$ cat config.mk
export PLATFORM = sky130hd
export DESIGN_NAME = sr_excite_driver
export DESIGN_NICKNAME = d
export VERILOG_FILES = /design/src/rtl/sr_excite_driver.sv
export SDC_FILE = /design/constraint.sdc
export NUM_CORES = 1
export LEC_CHECK = 0
export CORE_ASPECT_RATIO = 0.8
export CORE_MARGIN = 2
export CORE_UTILIZATION = 47
export DETAILED_ROUTE_END_ITERATION = 6
export GPL_TIMING_DRIVEN = 0
export PLACE_DENSITY = 0.89
export SLEW_MARGIN = 0
export SYNTH_ARGS = -nofsm -noshare
export SYNTH_HDL_FRONTEND = slang
export SYNTH_SLANG_ARGS = --single-unit
export TNS_END_PERCENT = 20
$ cat constraint.sdc
create_clock -name clk -period 4.5 [get_ports clk]
set_input_delay 1.35 -clock clk [delete_from_list [all_inputs] [get_ports clk]]
set_output_delay 1.35 -clock clk [all_outputs]
set_load 0.02 [all_outputs]
$ cat src/rtl/sr_excite_driver.sv
// Write-side controller for an external SR flip-flop bank: pulses S/R for one cycle, waits SETTLE cycles, then verifies q_fb.
// done/err arrive SETTLE+1 cycles per attempt after accept; tgt_ready is high only in IDLE.
module sr_excite_driver #(
  parameter int WIDTH     = 8,
  parameter int SETTLE    = 1,
  parameter int MAX_RETRY = 3
) (
  input  logic             clk,
  input  logic             rst,
  input  logic [WIDTH-1:0] tgt,
  input  logic             tgt_valid,
  output logic             tgt_ready,
  output logic [WIDTH-1:0] s_out,
  output logic [WIDTH-1:0] r_out,
  input  logic [WIDTH-1:0] q_fb,
  output logic             busy,
  output logic             done,
  output logic             err,
  output logic [WIDTH-1:0] err_mask,
  output logic [3:0]       retry_cnt
);

  localparam int CW = (SETTLE > 1) ? $clog2(SETTLE) : 1;

  typedef enum logic [1:0] {
    S_IDLE  = 2'd0,
    S_DRIVE = 2'd1,
    S_WAIT  = 2'd2
  } state_t;

  state_t           state_q;
  logic [WIDTH-1:0] tgt_q;
  logic [WIDTH-1:0] s_q, r_q;
  logic [WIDTH-1:0] err_mask_q;
  logic [CW-1:0]    cnt_q;
  logic [3:0]       retry_q;
  logic             done_q, err_q;

  logic [WIDTH-1:0] exc_tgt;
  logic [WIDTH-1:0] s_d, r_d;
  logic             mismatch;

  // Excitation uses the incoming word in IDLE and the captured word on retries;
  // t & ~q and ~t & q can never both be 1, so S=R=1 is impossible by construction.
  always_comb begin
    exc_tgt = (state_q == S_IDLE) ? tgt : tgt_q;
    s_d     = exc_tgt & ~q_fb;
    r_d     = ~exc_tgt & q_fb;
  end

  assign mismatch = (q_fb != tgt_q);

  always_ff @(posedge clk) begin
    if (!rst) begin
      state_q    <= S_IDLE;
      tgt_q      <= '0;
      s_q        <= '0;
      r_q        <= '0;
      err_mask_q <= '0;
      cnt_q      <= '0;
      retry_q    <= '0;
      done_q     <= 1'b0;
      err_q      <= 1'b0;
    end else begin
      done_q <= 1'b0;
      err_q  <= 1'b0;
      case (state_q)
        S_IDLE: begin
          if (tgt_valid) begin
            tgt_q      <= tgt;
            retry_q    <= '0;
            err_mask_q <= '0;
            s_q        <= s_d;
            r_q        <= r_d;
            state_q    <= S_DRIVE;
          end
        end
        S_DRIVE: begin
          s_q     <= '0;
          r_q     <= '0;
          cnt_q   <= CW'(SETTLE - 1);
          state_q <= S_WAIT;
        end
        S_WAIT: begin
          if (cnt_q != '0) begin
            cnt_q <= cnt_q - 1'b1;
          end else if (!mismatch) begin
            done_q  <= 1'b1;
            state_q <= S_IDLE;
          end else if (retry_q < 4'(MAX_RETRY)) begin
            retry_q <= retry_q + 4'd1;
            s_q     <= s_d;
            r_q     <= r_d;
            state_q <= S_DRIVE;
          end else begin
            err_q      <= 1'b1;
            err_mask_q <= q_fb ^ tgt_q;
            state_q    <= S_IDLE;
          end
        end
        default: state_q <= S_IDLE;
      endcase
    end
  end

  assign tgt_ready = (state_q == S_IDLE);
  assign busy      = (state_q != S_IDLE);
  assign s_out     = s_q;
  assign r_out     = r_q;
  assign done      = done_q;
  assign err       = err_q;
  assign err_mask  = err_mask_q;
  assign retry_cnt = retry_q;

endmodule

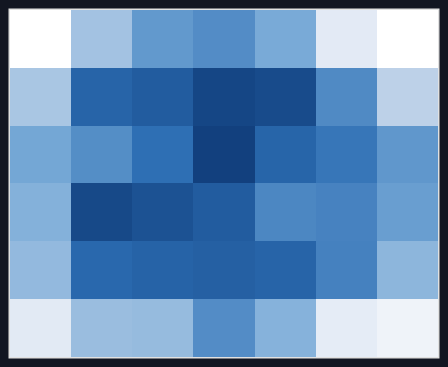
(cell density map)
The die is cut into 7 by 6 equal tiles; white is low, dark blue is high, 0 to 100% covered.
fullest tile: 94%
mean over tiles: 56%
emptiest ninth of the die: north-east
tiles over 75% full: 31%

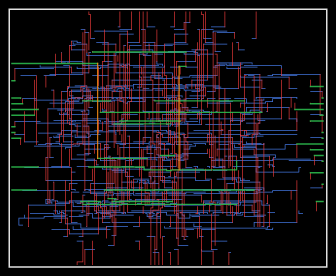
(metal layers overlaid)
| colour | layer | wire length |
|---|---|---|
| orange | M4 | 46.9 um |
| red | M2 | 2060 um |
| blue | M1 | 2180 um |
| green | M3 | 348 um |

==> flow_summary_export.csv <==
group,metric,value,unit
clock_tree,hold_buffers,0,
finish,nets,278,
synthesis,postSynthNetCount,221,
clock_tree,cts.reportedPaths.clkPinSlew,0.07,ns
global_route,via_count_of_the_first_global_routing_pass,1527,
die,initCoreUtil,49.2,%
finish,share_of_final_layout_cell_area_taken_by_non_clock_buffers,21.5,%
finish,seq_share,30.7,%
setup_path,worst_setup_ep_type,"output port",
global_route,grt_start_max_net_pins,14,
setup_path,crit_path_max_fanout,8,
finish,logic_area,1010,sq um
clock_tree,h-tree-depth,2,
die,well_tap_count,55,
run,max_cap_viol_count,0,
timing,slew_viol_final,0,
timing,period_needed,3.31,ns
finish,drive_gt1_share,9.65,%
die,die_area,4530,sq um
setup_path,critPathKind,"reg -> out",
clock_tree,tritoncts.num_buffers,5,
synthesis,synth_flops,40,
finish,sh_comb_area,38.8,%
route,wl_per_cell,14.7,um
placed_design,dp_hpwl,3.39,mm
timing,layout_worst_path_cycle_share,73.7,%
placed_design,gp_congestion,0.843,
finish,clkbuf_count,5,
timing,worst_slew_pin_slew,0.525,ns
finish,fin_area,2610,sq um
global_route,global_route_wire_length_before_repair,7.27,mm
die,placementRows,20,
timing,layout_setup_ws,1.19,ns
clock_tree,clock-root-buffer,"sky130_fd_sc_hd__clkbuf_8",
synthesis,postSynthCellCount,201,
route,detailed_routing_iteration_count_for_the_pre_antenna_repair_pass,4,
finish,antenna_cells,0,
finish,non_clock_inverter_count,2,
die,core_area,3830,sq um
power_and_ir_drop,leakagePower,1.02,nW
clock_tree,clock_tree.buffer_depth,2,
synthesis,ys_types,34,
timing,clock.fmax,0.302,GHz
route,drc,0,
synthesis,synth_chip_area,1880,sq um
finish,flow.area_growth_from_synthesis,38.7,%
synthesis,cell_total_in_the_yosys_stat_output,201,
run_status,run_status,"finished, final reports clean",
synthesis,yosys_warnings,0,
timing,timing.setup.tns,0,ns
power_and_ir_drop,maximum_vdd_ir_drop,0.000341,V
setup_path,cp.arrival,1.96,ns
global_route,grt_use_total,21.6,%
global_route,grt_remaining_overflow,0,
route,iter_0_drt_violations,72,
synthesis,synth.cellmix.simpleShare,23.7,%
timing,grt_setup_unrepaired,"no",
finish,layout.sequential_cells,40,
power_and_ir_drop,power-per-cell-area,377,nW/um^2
synthesis,ys_sh_aoi,17.8,%
placed_design,dp_slack,1.23,ns
synthesis,synthesis.area,1880,sq um
timing,relSlewSlack,65.0,%
clock_tree,cts_tree,"built",
clock_tree,clk_latency,0.30,ns
synthesis,muxShareOfSynthArea,7.98,%
clock_tree,num_clock_sinks,40,
setup_path,timing.critical_path.from_type,"flip-flop",
placed_design,place.port_buffers,50,
synthesis,synthesis.area_per_instance,9.36,sq um
clock_tree,number_of_post_cts_setup_repair_buffers,0,
route,route.vias.total,1659,
finish,final_util,68.2,%
finish,count_of_plain_and_timing_repair_buffers,61,
synthesis,adder_share,0.665,%
synthesis,synth_xor_xnor_area_share,3.72,%
synthesized netlist by cell type (all sizes together):
| cell | count | area, sq um |
|---|---|---|
| a22o | 13 | 114 |
| nor2b | 2 | 12.5 |
| a31o | 3 | 26.3 |
| nor4 | 1 | 21.3 |
| nand3 | 6 | 30.0 |
| nand4b | 1 | 23.8 |
| nand2 | 38 | 150 |
| inv | 2 | 7.51 |
| a211oi | 3 | 22.5 |
| ha | 1 | 12.5 |
| xor2 | 8 | 70.1 |
| buf | 5 | 37.5 |
| and4b | 1 | 10.0 |
| nor3b | 6 | 45.0 |
| nand3b | 6 | 45.0 |
| a21oi | 7 | 38.8 |
| and2 | 3 | 18.8 |
| nor3 | 5 | 35.0 |
| nor2 | 8 | 30.0 |
| and3 | 2 | 12.5 |
| or2 | 2 | 12.5 |
| o211ai | 3 | 22.5 |
| clkbuf | 6 | 22.5 |
| a21boi | 9 | 78.8 |
| o22ai | 5 | 31.3 |
| dfxtp | 40 | 801 |
| mux2i | 15 | 150 |
cell usage in the layout (no fill, tap or decap), types with 7 or more instances in the layout:
| master | synthesis | final |
|---|---|---|
| sky130_fd_sc_hd__nand2_1 | 37 | 37 |
| sky130_fd_sc_hd__clkdlybuf4s50_1 | 0 | 50 |
| sky130_fd_sc_hd__a22o_1 | 13 | 13 |
| sky130_fd_sc_hd__xor2_1 | 8 | 8 |
| sky130_fd_sc_hd__a21boi_0 | 7 | 7 |
| sky130_fd_sc_hd__nor2_1 | 8 | 8 |
| sky130_fd_sc_hd__mux2i_1 | 15 | 15 |
| sky130_fd_sc_hd__dfxtp_1 | 40 | 40 |
sequential cells by signal, indices dropped and copies added, names as in the netlist:
register / count
err: 1
s_out: 8
state_q: 2
tgt_q: 8
retry_cnt: 4
r_out: 8
done: 1
err_mask: 8
metal layers:
metal | global-route usage (%) | up-vias | wire (um)
met5 | 0 | - | 0
met1 | 28.5 | 768 | 2180
met3 | 6.15 | 4 | 348
met2 | 34.4 | 57 | 2060
met4 | 7.65 | 0 | 46
li1 | - | 830 | -
final timing paths:
kind / start / to / slack (ns) / cells past startpoint
worst max-delay path: state_q[0] / tgt_ready / 1.19 / 4
worst min-delay path: retry_cnt[2] / retry_cnt[2] / 0.46 / 2
worst max register to register: retry_cnt[0] / r_out[4] / 2.57 / 7
worst min register to register: retry_cnt[2] / retry_cnt[2] / 0.46 / 2
metrics by stage:
| step | hold slack, ns | cells |
|---|---|---|
| floorplan | 0.473 | 201 |
| global placement | 0.447 | 306 |
| detailed placement | 0.453 | 306 |
| CTS | 0.466 | 314 |
| global route | 0.483 | 314 |
| finish | 0.462 | 314 |
power by group:
part | switching (mW) | internal (mW)
Combinational | 0.105 | 0.0866
Sequential | 0.0131 | 0.370
Clock | 0.131 | 0.277
worst max-delay path, cell delays in order (launching register included):
cell	delay [ns]
sky130_fd_sc_hd__dfxtp_1	0.35
sky130_fd_sc_hd__or2_2	0.30
sky130_fd_sc_hd__clkbuf_1	0.21
sky130_fd_sc_hd__inv_2	0.19
sky130_fd_sc_hd__clkdlybuf4s50_1	0.63
Power is estimated from default activity; no workload was simulated.
